<file path="config.mk">
export PLATFORM = sky130hd
export DESIGN_NAME = wb_arbiter
export DESIGN_NICKNAME = d
export VERILOG_FILES = /design/src/rtl/orion_types.sv /design/src/rtl/wb_fifo.sv /design/src/rtl/wb_arbiter.sv
export SDC_FILE = /design/constraint.sdc
export NUM_CORES = 1
export LEC_CHECK = 0
export CORE_UTILIZATION = 40
export DETAILED_ROUTE_END_ITERATION = 16
export PLACE_DENSITY = 0.75
export SLEW_MARGIN = 20
export SYNTH_ARGS = -nofsm -noshare
export SYNTH_HDL_FRONTEND = slang
export SYNTH_SLANG_ARGS = --single-unit
</file>
<file path="constraint.sdc">
create_clock -name clk_i -period 2.85 [get_ports clk_i]
set_input_delay 0.7125 -clock clk_i [delete_from_list [all_inputs] [get_ports clk_i]]
set_output_delay 0.7125 -clock clk_i [all_outputs]
set_load 0.03 [all_outputs]
</file>
<file path="src/rtl/orion_types.sv">
// Shared core types: datapath widths plus writeback arbiter defaults and FIFO entry layout.
package orion_types;

    localparam int unsigned XLEN            = 32;
    localparam int unsigned RF_IDX_BITS     = 5;

    localparam int unsigned WB_FIFO_DEPTH   = 2;
    localparam int unsigned WB_STARVE_LIMIT = 4;

    typedef struct packed {
        logic [RF_IDX_BITS-1:0] rd_s;
        logic [XLEN-1:0]        rd_v;
    } wb_entry_t;

    localparam int unsigned WB_ENTRY_W = $bits(wb_entry_t);

endpackage

</file>
<file path="src/rtl/wb_fifo.sv">
// Multi-cycle result queue for the writeback arbiter; power-of-two depth, one push and one pop
// per cycle.
module wb_fifo
    import orion_types::*;
#(
    parameter int unsigned DEPTH = WB_FIFO_DEPTH
) (
    input  logic                  clk_i,
    input  logic                  rst_i,
    input  logic                  push_i,
    input  logic [WB_ENTRY_W-1:0] push_data_i,
    input  logic                  pop_i,
    output logic [WB_ENTRY_W-1:0] head_o,
    output logic                  full_o,
    output logic                  empty_o
);

    localparam int unsigned AW = (DEPTH > 1) ? $clog2(DEPTH) : 1;

    // Extra MSB on each pointer distinguishes full from empty after wrap-around.
    logic [AW:0]           wr_ptr_q;
    logic [AW:0]           rd_ptr_q;
    logic [WB_ENTRY_W-1:0] mem_q [DEPTH];

    always_ff @(posedge clk_i) begin
        if (rst_i) begin
            wr_ptr_q <= '0;
            rd_ptr_q <= '0;
        end else begin
            if (push_i) begin
                wr_ptr_q <= wr_ptr_q + 1'b1;
            end
            if (pop_i) begin
                rd_ptr_q <= rd_ptr_q + 1'b1;
            end
        end
    end

    always_ff @(posedge clk_i) begin
        if (push_i) begin
            mem_q[wr_ptr_q[AW-1:0]] <= push_data_i;
        end
    end

    assign head_o  = mem_q[rd_ptr_q[AW-1:0]];
    assign empty_o = (wr_ptr_q == rd_ptr_q);
    assign full_o  = (wr_ptr_q[AW] != rd_ptr_q[AW]) && (wr_ptr_q[AW-1:0] == rd_ptr_q[AW-1:0]);

endmodule

</file>
<file path="src/rtl/wb_arbiter.sv">
// Register-file writeback arbiter between the in-order pipeline and a queued multi-cycle unit.
// Define WB_STARVE_GUARD_EN to add the starvation counter that forces FIFO drains.
module wb_arbiter
    import orion_types::*;
#(
    parameter int unsigned DEPTH        = WB_FIFO_DEPTH,
    parameter int unsigned STARVE_LIMIT = WB_STARVE_LIMIT
) (
    input  logic                   clk_i,
    input  logic                   rst_i,
    input  logic                   pipe_valid_i,
    input  logic                   pipe_we_i,
    input  logic [RF_IDX_BITS-1:0] pipe_rd_s_i,
    input  logic [XLEN-1:0]        pipe_rd_v_i,
    input  logic                   mc_valid_i,
    output logic                   mc_ready_o,
    input  logic [RF_IDX_BITS-1:0] mc_rd_s_i,
    input  logic [XLEN-1:0]        mc_rd_v_i,
    output logic                   stall_o,
    output logic                   we_o,
    output logic [RF_IDX_BITS-1:0] rd_s_o,
    output logic [XLEN-1:0]        rd_v_o
);

    logic                   pipe_req;
    logic                   fifo_full;
    logic                   fifo_empty;
    logic                   fifo_push;
    logic                   fifo_pop;
    logic                   force_drain;
    logic [WB_ENTRY_W-1:0]  head_bits;
    wb_entry_t              head;
    wb_entry_t              push_entry;

    logic                   win;
    logic [RF_IDX_BITS-1:0] win_s;
    logic [XLEN-1:0]        win_v;

    logic                   we_q;
    logic [RF_IDX_BITS-1:0] rd_s_q;
    logic [XLEN-1:0]        rd_v_q;

    assign pipe_req   = pipe_valid_i && pipe_we_i && (pipe_rd_s_i != '0);
    assign mc_ready_o = !fifo_full;
    // x0 writes complete the handshake but never occupy a slot.
    assign fifo_push  = mc_valid_i && !fifo_full && (mc_rd_s_i != '0);
    assign push_entry = '{rd_s: mc_rd_s_i, rd_v: mc_rd_v_i};
    assign head       = wb_entry_t'(head_bits);

    wb_fifo #(
        .DEPTH (DEPTH)
    ) u_fifo (
        .clk_i       (clk_i),
        .rst_i       (rst_i),
        .push_i      (fifo_push),
        .push_data_i (push_entry),
        .pop_i       (fifo_pop),
        .head_o      (head_bits),
        .full_o      (fifo_full),
        .empty_o     (fifo_empty)
    );

`ifdef WB_STARVE_GUARD_EN
    localparam int unsigned CW = $clog2(STARVE_LIMIT + 1);

    logic [CW-1:0] starve_q;

    always_ff @(posedge clk_i) begin
        if (rst_i) begin
            starve_q <= '0;
        end else if (fifo_pop || fifo_empty) begin
            starve_q <= '0;
        end else if (starve_q != CW'(STARVE_LIMIT)) begin
            starve_q <= starve_q + 1'b1;
        end
    end

    assign force_drain = !fifo_empty && (starve_q == CW'(STARVE_LIMIT));
`else
    logic unused_starve_limit;
    assign unused_starve_limit = ^STARVE_LIMIT;
    assign force_drain         = 1'b0;
`endif

    assign stall_o = force_drain;

    always_comb begin
        win      = 1'b0;
        win_s    = '0;
        win_v    = '0;
        fifo_pop = 1'b0;
        if (force_drain) begin
            win      = 1'b1;
            win_s    = head.rd_s;
            win_v    = head.rd_v;
            fifo_pop = 1'b1;
        end else if (pipe_req) begin
            win   = 1'b1;
            win_s = pipe_rd_s_i;
            win_v = pipe_rd_v_i;
        end else if (!fifo_empty) begin
            win      = 1'b1;
            win_s    = head.rd_s;
            win_v    = head.rd_v;
            fifo_pop = 1'b1;
        end
    end

    always_ff @(posedge clk_i) begin
        if (rst_i) begin
            we_q   <= 1'b0;
            rd_s_q <= '0;
            rd_v_q <= '0;
        end else begin
            we_q <= win;
            if (win) begin
                rd_s_q <= win_s;
                rd_v_q <= win_v;
            end
        end
    end

    assign we_o   = we_q;
    assign rd_s_o = rd_s_q;
    assign rd_v_o = rd_v_q;

endmodule

</file>
run_1/ff_map.png
The bar under the picture is 20 µm long. Other sequential cells in the stronger gray, the rest of the logic in the fainter gray.
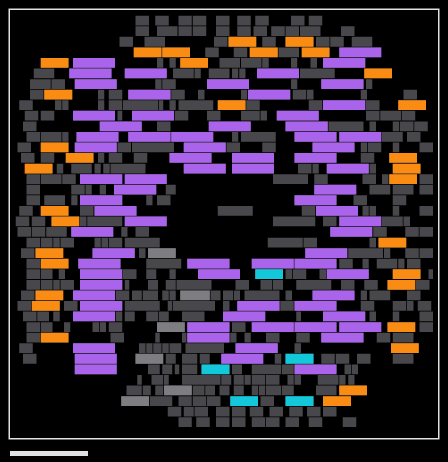
legend:
  `u_fifo.mem_q`:
    color: purple
    placed_flops: 74
  `rd_v_o`:
    color: orange
    placed_flops: 32
    where: spread over the die
  `rd_s_o`:
    color: cyan
    placed_flops: 5
    where: bottom center
Layout Utilization: 0.5836
sequential cell area share: 0.4628
P_seq: 2.47 mW
Reg area: 3084 µm²

run_1/pinout.png
Pins as bars across the die edge, other pins in gray.
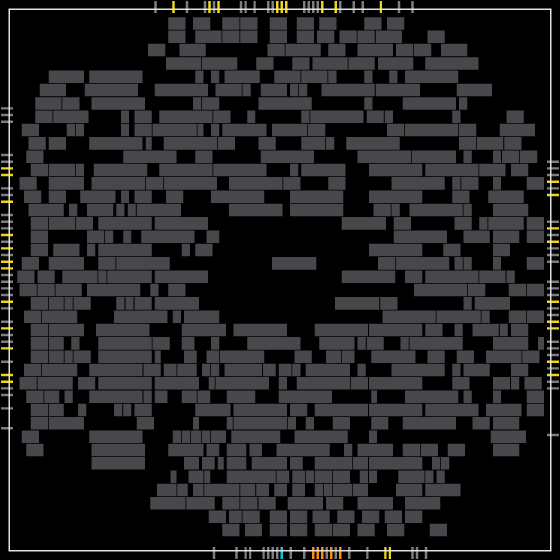
legend:
  `we_o`:
    color: cyan
    pins: 1
    direction: output
    edge: bottom
  `pipe_rd_s_i`:
    color: orange
    pins: 5
    direction: input
    edge: bottom
  `pipe_rd_v_i`:
    color: yellow
    pins: 32
    direction: input
    edge: 12 left, 9 top, 9 right, 2 bottom
all pins by edge: 37 left, 30 right, 27 top, 25 bottom
Port Buf Inserts: 117
Die Height: 110.2 µm
die x size: 110.2 µm

run_1/gates.png
The bar under the picture is 20 µm long.
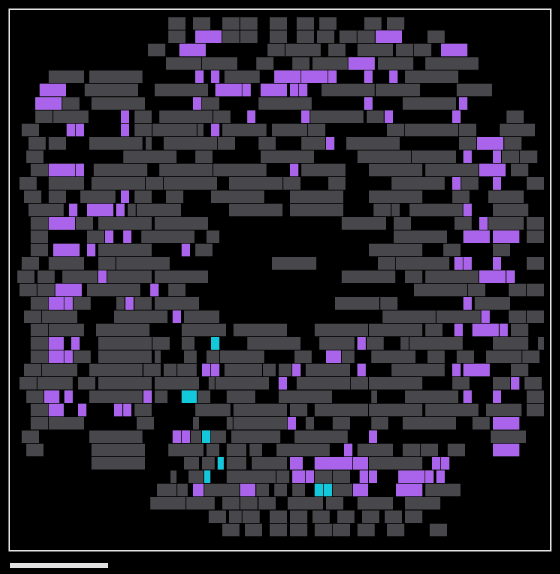
legend:
  aoi and oai cells:
    color: purple
    cells: 118
    most_used: o21ai_0
    where: spread over the die
  nand cells:
    color: cyan
    cells: 7
    most_used: nand3_1

==> job_summary.md, run 1 <==
## Synthesis and layout report

| Metric | Value |
|---|---|
| Plain + repair buffers | `133` |
| Crit share post-route | `0.8826` |
| Int Power | `4.842 mW` |
| Status | `finished clean` |
| DR top layer | `met4` |
| Total power after layout | `7.452 mW` |
| Netlist cell types | `32` |
| Cts bufs inserted | `17` |
| Met1 WL | `4418 µm` |
| Critical path type | `reg2out` |
| Comb pwr share | `0.387` |
| Setup Skew | `0.01147 ns` |
| Post-route cell area | `6664 µm²` |
| Non-clock buffer area fraction after layout | `0.1998` |
| Leak | `2.254 nW` |
| Routability cong. | `0.7446` |
| Antenna violations before repair | `0` |
| Grt ovf | `0` |
| Hold Path Sink | `u_fifo.wr_ptr_q[1]` |
| Primary FF master, synth | `edfxtp_1` |
| Largest net degree at the start of global routing | `38` |
| Post-synth area hogs | `edfxtp_1 47%, dfxtp_1 18%, o2bb2ai_2 8.7%, mux2i_1 7.9%, o21ai_0 7.6%` |
| Clock Buffer Count | `22` |
| Top-area cell share | `0.4747` |
| Place WS | `-0.05625 ns` |
| Worst vdd ir | `596.4 µV` |
| CTS Root Cell | `clkbuf_16` |
| Comb area leader | `AND-OR/OR-AND gates` |
| EDFF count, synth | `74` |
| Most frequent logic cell in the layout | `clkdlybuf4s50_1` |
| GR Layer Usage met1 | `0.2002` |
| GR peak layer | `met2` |
| HP Class | `reg2reg` |
| Worst setup EP type | `output port` |
| Mapped cell area | `4681 µm²` |
| Fin. Hold Viols | `0` |
| Origin of the critical flop-to-flop path | `u_fifo.wr_ptr_q[1]` |
| Delay-heaviest family, CP | `buffers and inverters` |
| Log Warnings | `27` |
| Inverters | `2` |
| Setup crit end | `mc_ready_o` |
| P_comb | `2.89 mW` |
| Worst setup SP type | `register` |
| Post-layout min period | `2.515 ns` |
| Commonest cells in the netlist | `74 x edfxtp_1, 71 x o21ai_0, 43 x dfxtp_1` |
| Hold path startpoint | `u_fifo.wr_ptr_q[1]` |
| Syn Area/Cell | `14.49 µm²` |
| Max Cap Violations | `0` |
| TNS Setup | `0 ns` |
| Comb gates | `179` |
run_1/layers.png
Only two layers are drawn.
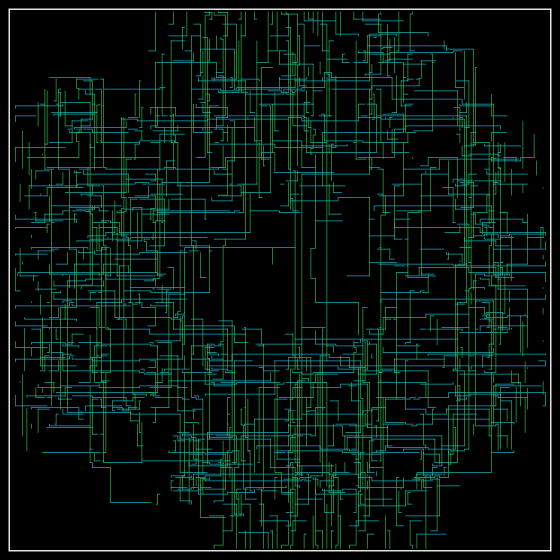

## Run 2: what changed since run 1
--- a/config.mk
+++ b/config.mk
@@ -7,7 +7,9 @@
 export LEC_CHECK = 0
 export CORE_UTILIZATION = 40
 export DETAILED_ROUTE_END_ITERATION = 16
-export PLACE_DENSITY = 0.75
+export GPL_ROUTABILITY_DRIVEN = 0
+export HOLD_SLACK_MARGIN = 0.12
+export PLACE_DENSITY_LB_ADDON = 0.3
 export SLEW_MARGIN = 20
 export SYNTH_ARGS = -nofsm -noshare
 export SYNTH_HDL_FRONTEND = slang
run_2/layers.png
Only two layers are drawn.
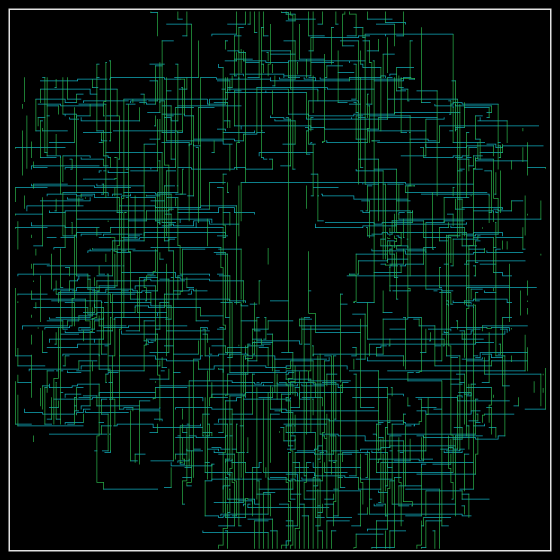
legend:
  M2:
    color: green
    wire_length: 5230 µm
  M1:
    color: cyan
    wire_length: 4530 µm

run_2/ff_map.png
The bar under the picture is 20 µm long. Other sequential cells in the stronger gray, the rest of the logic in the fainter gray.
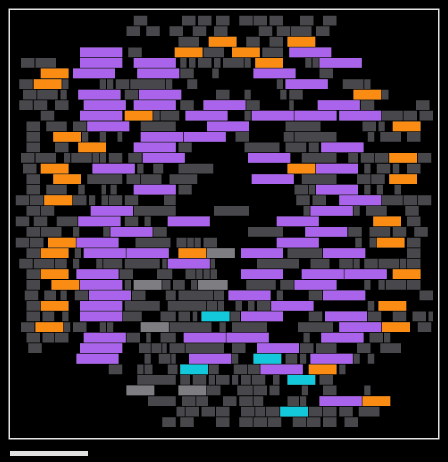
legend:
  `rd_s_o`:
    color: cyan
    placed_flops: 5
    where: bottom center
  `u_fifo.mem_q`:
    color: purple
    placed_flops: 74
  `rd_v_o`:
    color: orange
    placed_flops: 32
    where: spread over the die

run_2/pinout.png
Pins as bars across the die edge, other pins in gray.
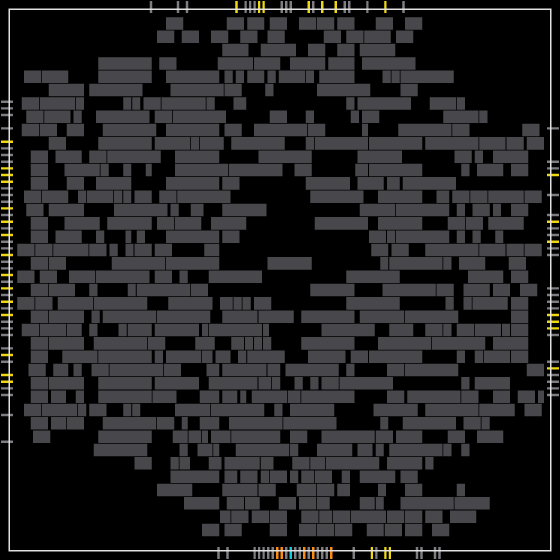
legend:
  `pipe_rd_s_i`:
    color: orange
    pins: 5
    direction: input
    edge: bottom
  `pipe_rd_v_i`:
    color: yellow
    pins: 32
    direction: input
    edge: 15 left, 7 top, 7 right, 3 bottom
  `we_o`:
    color: cyan
    pins: 1
    direction: output
    edge: bottom

==> run 2 against run 1 <==
Worst hold slack gained 0.0029 ns. Design area grew 1.2%. Clock-buffer cell count grew 1. Final cell count is the same. First-iteration DRC count grew 78%. Combinational power is essentially flat.
==> job_summary.md, run 2 <==
## Synthesis and layout report

| Metric | Value |
|---|---|
| GR peak layer | `met2` |
| Most frequent logic cell in the layout | `clkdlybuf4s50_1` |
| Port Buf Inserts | `117` |
| Post-layout min period | `2.605 ns` |
| Die Height | `110.2 µm` |
| Worst setup EP type | `output port` |
| Total power after layout | `7.670 mW` |
| Grt ovf | `0` |
| Reg area | `3084 µm²` |
| Log Warnings | `27` |
| Setup Skew | `0.01421 ns` |
| Hold path startpoint | `rd_s_o[1]` |
| Non-clock buffer area fraction after layout | `0.1981` |
| Comb area leader | `AND-OR/OR-AND gates` |
| CTS Root Cell | `clkbuf_16` |
| Mapped cell area | `4681 µm²` |
| GR Layer Usage met1 | `0.2295` |
| Die x size | `110.2 µm` |
| Worst setup SP type | `register` |
| DR top layer | `met4` |
| Worst vdd ir | `507.8 µV` |
| Status | `finished clean` |
| Largest net degree at the start of global routing | `38` |
| Leak | `2.280 nW` |
| Antenna violations before repair | `0` |
| Sequential cell area share | `0.4573` |
| Comb gates | `179` |
| Met1 WL | `4530 µm` |
| Commonest cells in the netlist | `74 x edfxtp_1, 71 x o21ai_0, 43 x dfxtp_1` |
| Critical path type | `reg2out` |
| Hold Path Sink | `rd_s_o[1]` |
| Delay-heaviest family, CP | `buffers and inverters` |
| Origin of the critical flop-to-flop path | `u_fifo.wr_ptr_q[1]` |
| P_comb | `2.87 mW` |
| Inverters | `2` |
| Max Cap Violations | `0` |
| Fin. Hold Viols | `0` |
| Plain + repair buffers | `133` |
| Place WS | `-0.1020 ns` |
| Post-route cell area | `6744 µm²` |
| Primary FF master, synth | `edfxtp_1` |
| Cts bufs inserted | `17` |
| Netlist cell types | `32` |
| Int Power | `5.012 mW` |
| EDFF count, synth | `74` |
| Crit share post-route | `0.9142` |
run_2/clock_nets.png
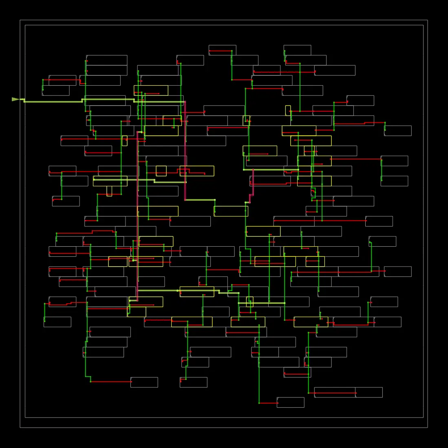

## Run 3: what changed since run 2
--- a/config.mk
+++ b/config.mk
@@ -9,8 +9,8 @@
 export DETAILED_ROUTE_END_ITERATION = 16
 export GPL_ROUTABILITY_DRIVEN = 0
 export HOLD_SLACK_MARGIN = 0.12
+export MAX_ROUTING_LAYER = met4
 export PLACE_DENSITY_LB_ADDON = 0.3
-export SLEW_MARGIN = 20
 export SYNTH_ARGS = -nofsm -noshare
 export SYNTH_HDL_FRONTEND = slang
 export SYNTH_SLANG_ARGS = --single-unit
run_3/clock_nets.png
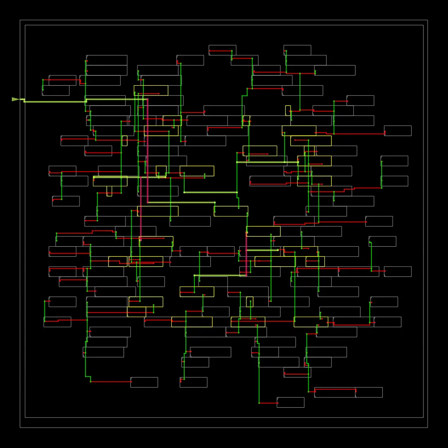
Worst-Skew Late Latency: 0.40 ns
cts bufs inserted: 17
Clock Sinks: 117
FFs & Latches: 117

run_3/gates.png
The bar under the picture is 20 µm long.
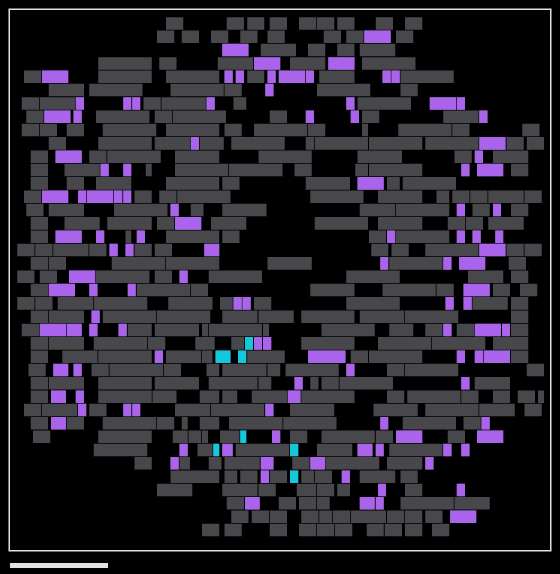
legend:
  nand cells:
    color: cyan
    cells: 7
    most_used: nand3_1
    where: bottom center
  aoi and oai cells:
    color: purple
    cells: 118
    most_used: o21ai_0
    where: spread over the die

run_3/layers.png
Only two layers are drawn.
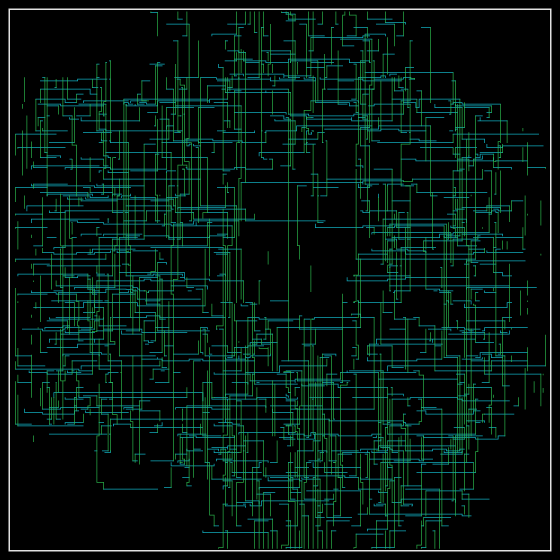
WL/cell: 17.32 µm
Total GRT Usage: 0.1891

==> run 3 against run 2 <==
Final cell count decreased by 0.33%. Non-clock buffer count down 2. Clock skew shrank 0.0035 ns. Area after synthesis unchanged. Core utilization shrank 0.42 points. First-iteration DRC count is 33% lower. Flip-flop count unchanged. Sequential power is essentially flat. Largest cell class unchanged. Largest power group unchanged. Highest routed layer unchanged.
==> job_summary.md, run 3 <==
## Synthesis and layout report

| Metric | Value |
|---|---|
| Die Height | `110.2 µm` |
| Reg area | `3084 µm²` |
| Worst setup SP type | `register` |
| EDFF count, synth | `74` |
| Delay-heaviest family, CP | `buffers and inverters` |
| Origin of the critical flop-to-flop path | `u_fifo.rd_ptr_q[1]` |
| Fin. Hold Viols | `0` |
| Comb area leader | `AND-OR/OR-AND gates` |
| Post-layout min period | `2.587 ns` |
| Comb pwr share | `0.371` |
| Sequential cell area share | `0.4606` |
| Mapped cell area | `4681 µm²` |
| Commonest cells in the netlist | `74 x edfxtp_1, 71 x o21ai_0, 43 x dfxtp_1` |
| Hold Path Sink | `rd_s_o[1]` |
| Post-route cell area | `6696 µm²` |
| Layout Utilization | `0.5865` |
| Most frequent logic cell in the layout | `clkdlybuf4s50_1` |
| Netlist cell types | `32` |
| Hold path startpoint | `rd_s_o[1]` |
| Worst vdd ir | `507.3 µV` |
| Top-area cell share | `0.4747` |
| Int Power | `4.985 mW` |
| Antenna violations before repair | `0` |
| Plain + repair buffers | `131` |
| Status | `finished clean` |
| Max Cap Violations | `0` |
No activity file was given, so power comes from the tool's default toggle rates.
